File: src/rtl/gpio_funcs_pipe.sv
// rtl/gpio_funcs_pipe.sv - Per-transaction add/sub/invert/reverse datapath feeding a small result FIFO.
module gpio_funcs_pipe #(
    parameter int DW    = 8,
    parameter int EW    = 128,
    parameter int ADD_K = 12,
    parameter int SUB_K = 34,
    parameter int DEPTH = 2
) (
    input  logic                       clk,
    input  logic                       nreset,
    input  logic                       in_valid,
    output logic                       in_ready,
    input  logic [1:0]                 mode,
    input  logic [DW-1:0]              a,
    input  logic [DW-1:0]              b,
    input  logic [EW-1:0]              e,
    output logic                       out_valid,
    input  logic                       out_ready,
    output logic [DW-1:0]              c,
    output logic [DW-1:0]              d,
    output logic [EW-1:0]              f,
    output logic [EW-1:0]              g,
    output logic [$clog2(DEPTH):0]     level,
    output logic [15:0]                count
);

    localparam int AW = $clog2(DEPTH);
    localparam int LW = AW + 1;
    localparam logic [DW-1:0] ADD_KV = DW'(ADD_K);
    localparam logic [DW-1:0] SUB_KV = DW'(SUB_K);
    localparam logic [LW-1:0] DEPTH_L = LW'(DEPTH);

    logic [DW-1:0] c_mem [DEPTH];
    logic [DW-1:0] d_mem [DEPTH];
    logic [EW-1:0] f_mem [DEPTH];
    logic [EW-1:0] g_mem [DEPTH];

    logic [AW-1:0] wr_ptr;
    logic [AW-1:0] rd_ptr;

    logic          push;
    logic          pop;
    logic [DW:0]   sum_w;
    logic [DW:0]   dif_w;
    logic [DW-1:0] c_nxt;
    logic [DW-1:0] d_nxt;
    logic [EW-1:0] g_rev;
    logic [EW-1:0] g_nxt;

    assign in_ready  = (level < DEPTH_L);
    assign out_valid = (level != '0);
    assign push      = in_valid & in_ready;
    assign pop       = out_valid & out_ready;

    // The extra MSB of the widened sum/difference is the carry/borrow used for saturation.
    assign sum_w = {1'b0, a} + {1'b0, ADD_KV};
    assign dif_w = {1'b0, b} - {1'b0, SUB_KV};
    assign c_nxt = (mode[0] && sum_w[DW]) ? {DW{1'b1}} : sum_w[DW-1:0];
    assign d_nxt = (mode[0] && dif_w[DW]) ? {DW{1'b0}} : dif_w[DW-1:0];

    always_comb begin
        g_rev = '0;
        for (int i = 0; i < EW; i++) begin
            g_rev[i] = e[EW-1-i];
        end
    end

    assign g_nxt = mode[1] ? g_rev : ~e;

    always_ff @(posedge clk or negedge nreset) begin
        if (!nreset) begin
            for (int i = 0; i < DEPTH; i++) begin
                c_mem[i] <= '0;
                d_mem[i] <= '0;
                f_mem[i] <= '0;
                g_mem[i] <= '0;
            end
        end else if (push) begin
            c_mem[wr_ptr] <= c_nxt;
            d_mem[wr_ptr] <= d_nxt;
            f_mem[wr_ptr] <= e;
            g_mem[wr_ptr] <= g_nxt;
        end
    end

    // DEPTH is a power of two, so natural pointer overflow gives the modulo wrap.
    always_ff @(posedge clk or negedge nreset) begin
        if (!nreset) begin
            wr_ptr <= '0;
            rd_ptr <= '0;
        end else begin
            if (push) begin
                wr_ptr <= wr_ptr + 1'b1;
            end
            if (pop) begin
                rd_ptr <= rd_ptr + 1'b1;
            end
        end
    end

    always_ff @(posedge clk or negedge nreset) begin
        if (!nreset) begin
            level <= '0;
        end else begin
            case ({push, pop})
                2'b10:   level <= level + 1'b1;
                2'b01:   level <= level - 1'b1;
                default: level <= level;
            endcase
        end
    end

    always_ff @(posedge clk or negedge nreset) begin
        if (!nreset) begin
            count <= '0;
        end else if (pop) begin
            count <= count + 16'd1;
        end
    end

    assign c = c_mem[rd_ptr];
    assign d = d_mem[rd_ptr];
    assign f = f_mem[rd_ptr];
    assign g = g_mem[rd_ptr];

endmodule

File: config.mk
export PLATFORM = sky130hd
export DESIGN_NAME = gpio_funcs_pipe
export DESIGN_NICKNAME = d
export VERILOG_FILES = /design/src/rtl/gpio_funcs_pipe.sv
export SDC_FILE = /design/constraint.sdc
export NUM_CORES = 1
export LEC_CHECK = 0
export ABC_AREA = 1
export CAP_MARGIN = 30
export CORE_ASPECT_RATIO = 1.5
export CORE_UTILIZATION = 58
export DETAILED_ROUTE_END_ITERATION = 6
export PLACE_DENSITY = 0.91
export SYNTH_ARGS = -nofsm -noshare
export SYNTH_HDL_FRONTEND = slang
export SYNTH_SLANG_ARGS = --single-unit
export TNS_END_PERCENT = 5
File: constraint.sdc
create_clock -name clk -period 2.83 [get_ports clk]
set_input_delay 0.566 -clock clk [delete_from_list [all_inputs] [get_ports clk]]
set_output_delay 0.566 -clock clk [all_outputs]
set_load 0.03 [all_outputs]
### I/O nets highlighted, run 1

Drawn at 1 px/um.
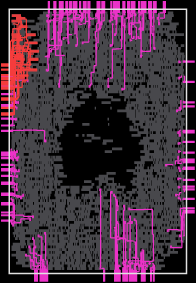
- magenta: `g` (bits 128; direction output; end cells 128; buffers 130; wire 3680 um)
- red: `count` (bits 16; direction output; end cells 16; buffers 16; wire 1210 um)
num ports: 442
PortBufs: 441

### Local utilization, run 1

Drawn at 1.5 px/um. 18 x 26 tiles, from dark blue (low) to red (high), 0 to 100% covered.
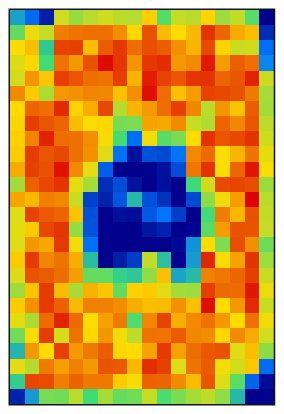
- nearly empty tiles: 5.1%
- mean over tiles: 69%
- emptiest ninth of the die: centre
- tiles over 75% full: 57%
- fullest tile: 100%

### Signal wires on met4, run 1

Drawn at 1.5 px/um. Supply wires on this layer in grey.
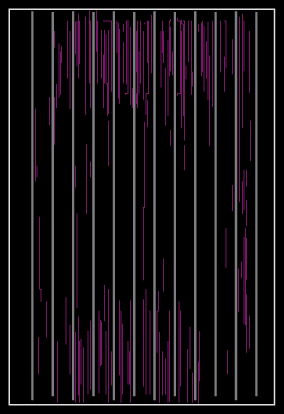
- longest straight run: 123 um
- wire length on this layer: 5380 um
- nets with wire on the layer: 119

### Routing congestion map, run 1

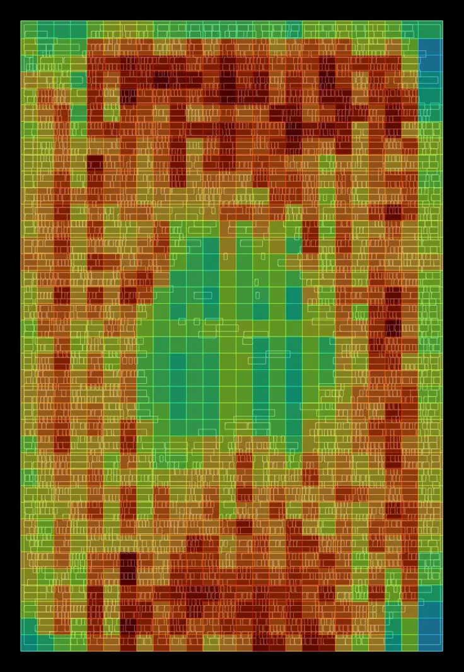
routed length per placed instance: 17.4 um
GRT met3 Usage: 6.11%
met2 GRT Util: 54.6%
met1 Use GR: 39.2%

==> impl_metrics.tcl, run 1 <==
# place-and-route summary
set metrics [dict create \
    layout_top_cells "nand2_1, dfrtp_1, o21ai_0, inv_1, buf_4" \
    synth_top_flop_cell "dfrtp_1" \
    seq_power_share_pct 32.2 \
    irDropWorstVdd_mv 0.770 \
    seq_cells 564 \
    yosysWarningCount 0 \
    rr_endpoint "g_mem[159]" \
    fp_util_pct 58.6 \
    hp-start "g_mem[113]" \
    crit_path_end "f[34]" \
    dieArea_sq_mm 0.0462 \
    yosys-top-cells-count "nand2_1, dfrtp_1, o21ai_0" \
    die_w_um 176 \
    routed_via_density 5.47 \
    num-nonclk-inverters 289 \
    grt_usage_pct 33.0 \
    dp.cells 4273 \
    yosysTopAreaCellShare_pct 53.7 \
    synthSimpleGateAreaFrac_pct 23.7 \
    topRoutingLayerUsed "met5" \
    routed-wl-met2_mm 37.3 \
    wl_met1_mm 27.7 \
    slowest_delay_ns 0.50 \
    period_used_pct 103 \
    netlist_area_sq_mm 0.0263 \
    synthTopLogicFamily "simple AND/OR/NAND/NOR gates" \
    drive_gt1_share_pct 9.62 \
    cts_tree "done" \
    drt_iter0_markers 2170 \
    synth_flops 564 \
    clk_latency_ns 0.57 \
    synth-xor-area-share_pct 0.400 \
    critPathTopFamily "buffers and inverters" \
    cts_setup_buffers 0 \
    rsz0062_at_grt "yes" \
    status "finished with violations" \
    ys_top_cells_by_area "dfrtp_1, nand2_1, o21ai_0, inv_1, o21ai_1" \
    min_to "g_mem[113]" \
    postPlaceCellArea_sq_mm 0.0307 \
    p_leak_nw 17.1 \
    edf_count 0 \
    top_cell "nand2_1" \
    slew_violations 0 \
    ys_sh_adder_pct 0.190 \
    cts_resized 65 \
    seq_area_share_pct 43.4 \
    layoutNonFillerInstCount 4372 \
    final-comb-area_sq_mm 0.00981 \
    finalWirelength_mm 76.1 \
    clkSinkCount 564 \
    crit_chain "buf_12 > buf_16 > inv_8 > buf_16 > nand2_1 > nand2_4 > buf_4" \
    cts_buffer_depth 3 \
    gp_congestion 0.904 \
    crit_cells 7 \
    nets 3900 \
    clock_area_share_pct 5.21 \
    diodes 7 \
    clock_skew_ns 0.0107 \
    cts.clk_slew.worst_paths_ns 0.06 \
    nClkBuffers 71 \
    ys_cells 3389 \
    failed_checks "negative setup slack" \
    reg2reg_depth 7 \
    rows 95 \
    pre_cts_ws_ns 0.342 \
    grt_max_degree 143 \
    synth_area_per_cell_sq_um 7.75 \
    max_freq_ghz 0.344 \
    hold_viol 0 \
    tool_warnings 30 \
    first_pass_iters 6 \
    grt_overflow 0 \
    end_kind "output pin" \
    drc 0 \
    antenna_found_initial 8 \
    grt_pass1_wl_mm 121 \
    fin_ws_ns -0.0797 \
    synth_top_cell_by_area "dfrtp_1" \
    sequentialPower_mw 13.6 \
    worstPathRequired_ns 2.26 \
    area_dominant_class "registers" \
    cts_made_buffers 50 \
    holdCritPathClass "flip-flop to flip-flop" \
    cts.htree.levels 2 \
    utilization_pct 72.5 \
    power_density_mw_per_mm2 1290 \
    ys_sh_aoi_pct 12.9 \
    pg_clk_mw 7.07 \
    dp_hpwl_mm 50.0 \
    fin_tns_setup_ns -0.652 \
    fp_nets 3543 \
    core_sq_mm 0.0448 \
    async_flop_share_pct 100 \
    nFillCells 3174 \
    r2r-start "level[1]" \
    crit_buf_inv 5 \
    arrival_ns 2.34 \
    postCtsHoldBufs 1 \
    power_switching_mw 19.1 \
    cts-root-buf "clkbuf_16" \
    area_share_nonclk_buffers_pct 15.5 \
    wl_met3_mm 5.59 \
    slew_headroom_pct 54.7 \
    crit_top_cell "buf_16" \
    pg_comb_mw 21.4 \
    startpoint "rd_ptr" \
    logic_gates 2328 \
    ys_seq_share_pct 53.7 \
    finalSetupViolations 26 \
    design_area_sq_mm 0.0325 \
    swShare_pct 45.4 \
    cp_slowest_cell "dfrtp_4" \
    lay_top_count "nand2_1" \
    intPower_mw 22.9 \
    power_mw 42.0 \
    worst-path-max-fanout 49 \
    area_growth_pct 23.7 \
    netlist-cell-type-count 27 \
    chipHeight_um 263 \
    crit_type "flip-flop to output pin" \
]
### Clock wires, drivers and flops, run 1

Drawn at 1.5 px/um.
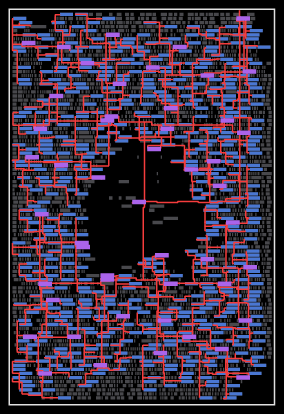

==> run 2: changes to the inputs <==
- CORE_UTILIZATION: 58 -> 54
- CTS_BUF_LIST: not set -> sky130_fd_sc_hd__clkbuf_8 sky130_fd_sc_hd__clkbuf_16
- PLACE_DENSITY: 0.91 -> 0.86
- clock period: 2.83 -> 3.05 ns (I/O delays scaled with it)
### Clock wires, drivers and flops, run 2

Drawn at 1.5 px/um.
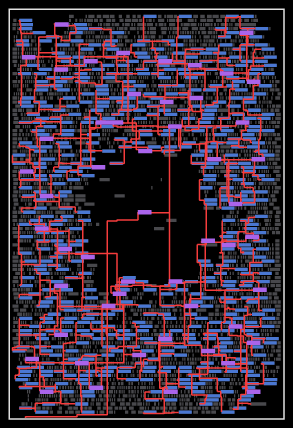
- red: clock wires (length 6580 um)
- blue: flip-flops (count 564)
- purple: cells driving clock nets (count 52)
- routed clock nets: 53

==> impl_metrics.tcl, run 2 <==
# place-and-route summary
set metrics [dict create \
    status "finished with violations" \
    failed_checks "negative setup slack" \
    crit_chain "buf_12 > buf_4 > nand2_1 > nand2_1 > clkdlybuf4s50_1" \
    arrival_ns 2.45 \
    cts_setup_buffers 3 \
    dieArea_sq_mm 0.0496 \
    synth_top_cell_by_area "dfrtp_1" \
    finalSetupViolations 3 \
    finalWirelength_mm 74.7 \
    power_switching_mw 17.6 \
    max_freq_ghz 0.326 \
    top_cell "nand2_1" \
    topRoutingLayerUsed "met4" \
    fin_ws_ns -0.0132 \
    use_met1_pct 34.9 \
    wl_per_cell_um 17.0 \
    grt_overflow 0 \
    top_power_group "combinational cells" \
    ys_sh_adder_pct 0.190 \
    synth_top_flop_cell "dfrtp_1" \
    slew_headroom_pct 51.3 \
    die_w_um 182 \
    yosys-top-cells-count "nand2_1, dfrtp_1, o21ai_0" \
    register_area_sq_mm 0.0141 \
    sequentialPower_mw 12.7 \
    rrSetupSlack_ns 1.20 \
    grt_usage_pct 30.0 \
    cap_viol_max_count 0 \
    wl_met1_mm 27.3 \
    postPlaceCellArea_sq_mm 0.0306 \
    utilization_pct 68.1 \
    gp_congestion 0.867 \
    tool_warnings 34 \
    seq_area_share_pct 43.3 \
    mux_share_pct 0 \
    netlist-cell-type-count 27 \
    drt_iter0_markers 1860 \
    lay_top_count "nand2_1" \
    crit_top_cell "nand2_1" \
    dp_hpwl_mm 49.7 \
    num-nonclk-inverters 289 \
    layout_top_cells "nand2_1, dfrtp_1, o21ai_0, inv_1, o21ai_1" \
    pre_cts_ws_ns 0.443 \
    antenna_found_initial 6 \
    synthSimpleGateAreaFrac_pct 23.7 \
    nFillCells 3731 \
    power_density_mw_per_mm2 1200 \
    clock_area_share_pct 5.35 \
    reg2reg_depth 6 \
    ys_cells 3389 \
    first_pass_iters 6 \
    crit_type "flip-flop to output pin" \
    cp-start-kind "flip-flop" \
    p_leak_nw 17.5 \
    hold_viol 0 \
    synth-xor-area-share_pct 0.400 \
    irDropWorstVdd_mv 0.855 \
    holdCritPathClass "input port to async pin" \
    clk_latency_ns 0.57 \
    use_met2_pct 50.8 \
    ys_sh_aoi_pct 12.9 \
    clkSinkCount 564 \
    period_used_pct 100 \
    postCtsHoldBufs 0 \
    end_kind "output pin" \
    crit_cells 5 \
    nClkBuffers 65 \
    netlist_area_sq_mm 0.0263 \
    nets 3891 \
    cts_made_buffers 52 \
    portBuffers 441 \
    rsz0062_at_grt "yes" \
    pg_clk_mw 6.67 \
    cts.clk_slew.worst_paths_ns 0.06 \
    yosysTopAreaCellShare_pct 53.7 \
    cp_slowest_cell "dfrtp_4" \
    chipHeight_um 272 \
    drive_gt1_share_pct 8.79 \
    startpoint "rd_ptr" \
    power_mw 39.1 \
    critPathTopFamily "buffers and inverters" \
    fin_tns_setup_ns -0.0146 \
    synthTopLogicFamily "simple AND/OR/NAND/NOR gates" \
    drc 0 \
    routed-wl-met2_mm 36.8 \
    area_growth_pct 24.0 \
    area_share_nonclk_buffers_pct 15.6 \
    routed_via_density 5.36 \
    crit_buf_inv 3 \
    crit_path_end "f[107]" \
    largestRegisters "f_mem x256, g_mem x256" \
    clock_skew_ns 0.00962 \
    tapCellCount 600 \
    cts_tree "done" \
    logic_gates 2328 \
    worstPathRequired_ns 2.44 \
    rows 98 \
    layoutNonFillerInstCount 4382 \
    r2r-start "level[1]" \
    cts_buffer_depth 3 \
    fp_nets 3543 \
    detail-route-antenna-nets 0 \
    fp_util_pct 55.0 \
    design_area_sq_mm 0.0326 \
    ys_top_cells_by_area "dfrtp_1, nand2_1, o21ai_0, inv_1, o21ai_1" \
    cts-root-buf "clkbuf_16" \
    intPower_mw 21.5 \
    seq_cells 564 \
    final-comb-area_sq_mm 0.00979 \
    area_dominant_class "registers" \
    top_usage_layer "met2" \
    diodes 6 \
    vias 23485 \
    rr_endpoint "g_mem[236]" \
    dp.cells 4280 \
    slowest_delay_ns 0.66 \
    ys_seq_share_pct 53.7 \
    synth_area_per_cell_sq_um 7.75 \
    edf_count 0 \
    synth_flops 564 \
    async_flop_share_pct 100 \
    wl_met3_mm 5.44 \
    pg_comb_mw 19.7 \
    worst-path-max-fanout 35 \
    swShare_pct 45.1 \
    io_pins 442 \
    grt_pass1_wl_mm 118 \
    slew_violations 0 \
    grt_max_degree 145 \
    seq_power_share_pct 32.5 \
    cts.htree.levels 2 \
    cts_resized 19 \
    grt_use_met3_pct 5.62 \
    core_sq_mm 0.0478 \
    yosysWarningCount 0 \
]
### Signal wires on met4, run 2

Drawn at 1.5 px/um. Supply wires on this layer in grey.
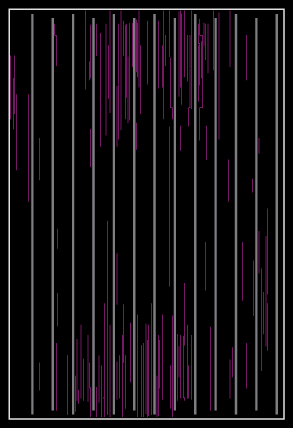

==> run 3: changes to the inputs <==
- CTS_BUF_LIST: sky130_fd_sc_hd__clkbuf_8 sky130_fd_sc_hd__clkbuf_16 -> not set
### Signal wires on met4, run 3

Drawn at 1.5 px/um. Supply wires on this layer in grey.
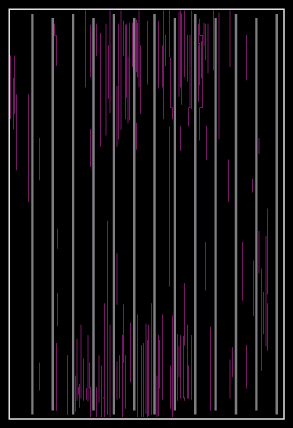
via count: 23.5k
drt total wl: 74.7 mm

==> impl_metrics.tcl, run 3 <==
# place-and-route summary
set metrics [dict create \
    rsz0062_at_grt "yes" \
    nFillCells 3731 \
    cts_buffer_depth 3 \
    postPlaceCellArea_sq_mm 0.0306 \
    crit_path_end "f[107]" \
    yosys-top-cells-count "nand2_1, dfrtp_1, o21ai_0" \
    clk_latency_ns 0.57 \
    failed_checks "negative setup slack" \
    ys_sh_adder_pct 0.190 \
    fin_ws_ns -0.0137 \
    crit_chain "buf_12 > buf_4 > nand2_1 > nand2_1 > clkdlybuf4s50_1" \
    routed_via_density 5.36 \
    die_w_um 182 \
    crit_top_cell "nand2_1" \
    holdCritPathClass "input port to async pin" \
    slew_headroom_pct 51.5 \
    dp_hpwl_mm 49.7 \
    grt_pass1_wl_mm 118 \
    swShare_pct 45.1 \
    io_pins 442 \
    cp-start-kind "flip-flop" \
    fp_util_pct 55.0 \
    yosysTopAreaCellShare_pct 53.7 \
    cts_made_buffers 52 \
    irDropWorstVdd_mv 0.855 \
    ys_chip_area_sq_mm 0.0263 \
    top_usage_layer "met2" \
    area_growth_pct 24.0 \
    dieArea_sq_mm 0.0496 \
    area_dominant_class "registers" \
    layout_top_cells "nand2_1, dfrtp_1, o21ai_0, inv_1, o21ai_1" \
    finalSetupViolations 3 \
    yosysWarningCount 0 \
    dp.cells 4280 \
    use_met2_pct 50.8 \
    rrSetupSlack_ns 1.20 \
    grt_overflow 0 \
    drive_gt1_share_pct 8.79 \
    logic_gates 2328 \
    status "finished with violations" \
    pg_comb_mw 19.7 \
    mux_share_pct 0 \
    synthSimpleGateAreaFrac_pct 23.7 \
    crit_cells 5 \
    portBuffers 441 \
    fp_nets 3543 \
    utilization_pct 68.1 \
    postCtsHoldBufs 0 \
    worst-path-max-fanout 35 \
    cp_slowest_cell "dfrtp_4" \
    ys_seq_share_pct 53.7 \
    gp_congestion 0.867 \
    layoutNonFillerInstCount 4382 \
    lay_top_count "nand2_1" \
    core_sq_mm 0.0478 \
    ys_cells 3389 \
    grt_use_met3_pct 5.62 \
    pre_cts_ws_ns 0.443 \
    cts.clk_slew.worst_paths_ns 0.06 \
    rows 98 \
    intPower_mw 21.5 \
    clock_skew_ns 0.00859 \
    arrival_ns 2.45 \
    nets 3891 \
    synth_top_flop_cell "dfrtp_1" \
    register_area_sq_mm 0.0141 \
    end_kind "output pin" \
    async_flop_share_pct 100 \
    grt_max_degree 145 \
    top_power_group "combinational cells" \
    netlist-cell-type-count 27 \
    wl_per_cell_um 17.0 \
    startpoint "rd_ptr" \
    diodes 6 \
    synth_area_per_cell_sq_um 7.75 \
    ys_sh_aoi_pct 12.9 \
    clock_area_share_pct 5.35 \
    crit_buf_inv 3 \
    cts_setup_buffers 3 \
    ys_top_cells_by_area "dfrtp_1, nand2_1, o21ai_0, inv_1, o21ai_1" \
    r2r-start "level[1]" \
    nClkBuffers 70 \
    slew_violations 0 \
    power_density_mw_per_mm2 1200 \
    critPathTopFamily "buffers and inverters" \
    synth_top_cell_by_area "dfrtp_1" \
    synthTopLogicFamily "simple AND/OR/NAND/NOR gates" \
    cap_viol_max_count 0 \
    tool_warnings 34 \
    p_leak_nw 17.5 \
    max_freq_ghz 0.326 \
    worstPathRequired_ns 2.44 \
    final-comb-area_sq_mm 0.00979 \
    grt_usage_pct 30.0 \
    top_cell "nand2_1" \
    detail-route-antenna-nets 0 \
    drt_iter0_markers 1838 \
    synth_flops 564 \
    antenna_found_initial 6 \
    fin_tns_setup_ns -0.0160 \
    sequentialPower_mw 12.7 \
    topRoutingLayerUsed "met4" \
    period_used_pct 100 \
    num-nonclk-inverters 289 \
    chipHeight_um 272 \
    slowest_delay_ns 0.66 \
    power_switching_mw 17.6 \
    wl_met3_mm 5.35 \
    cts_resized 19 \
    area_share_nonclk_buffers_pct 15.6 \
    cts.htree.levels 2 \
    crit_type "flip-flop to output pin" \
    seq_power_share_pct 32.4 \
    cts-root-buf "clkbuf_16" \
    design_area_sq_mm 0.0326 \
    synth-xor-area-share_pct 0.400 \
    seq_cells 564 \
    clkSinkCount 564 \
    cts_tree "done" \
    power_mw 39.1 \
    use_met1_pct 34.9 \
    worst_slew_pin_slew_ns 0.727 \
    hold_viol 0 \
    netlist_area_sq_mm 0.0263 \
    reg2reg_depth 6 \
    pg_clk_mw 6.69 \
    wl_met1_mm 27.5 \
    seq_area_share_pct 43.3 \
    largestRegisters "f_mem x256, g_mem x256" \
    routed-wl-met2_mm 36.7 \
    rr_endpoint "g_mem[236]" \
    tapCellCount 600 \
    drc 0 \
    first_pass_iters 6 \
    edf_count 0 \
]
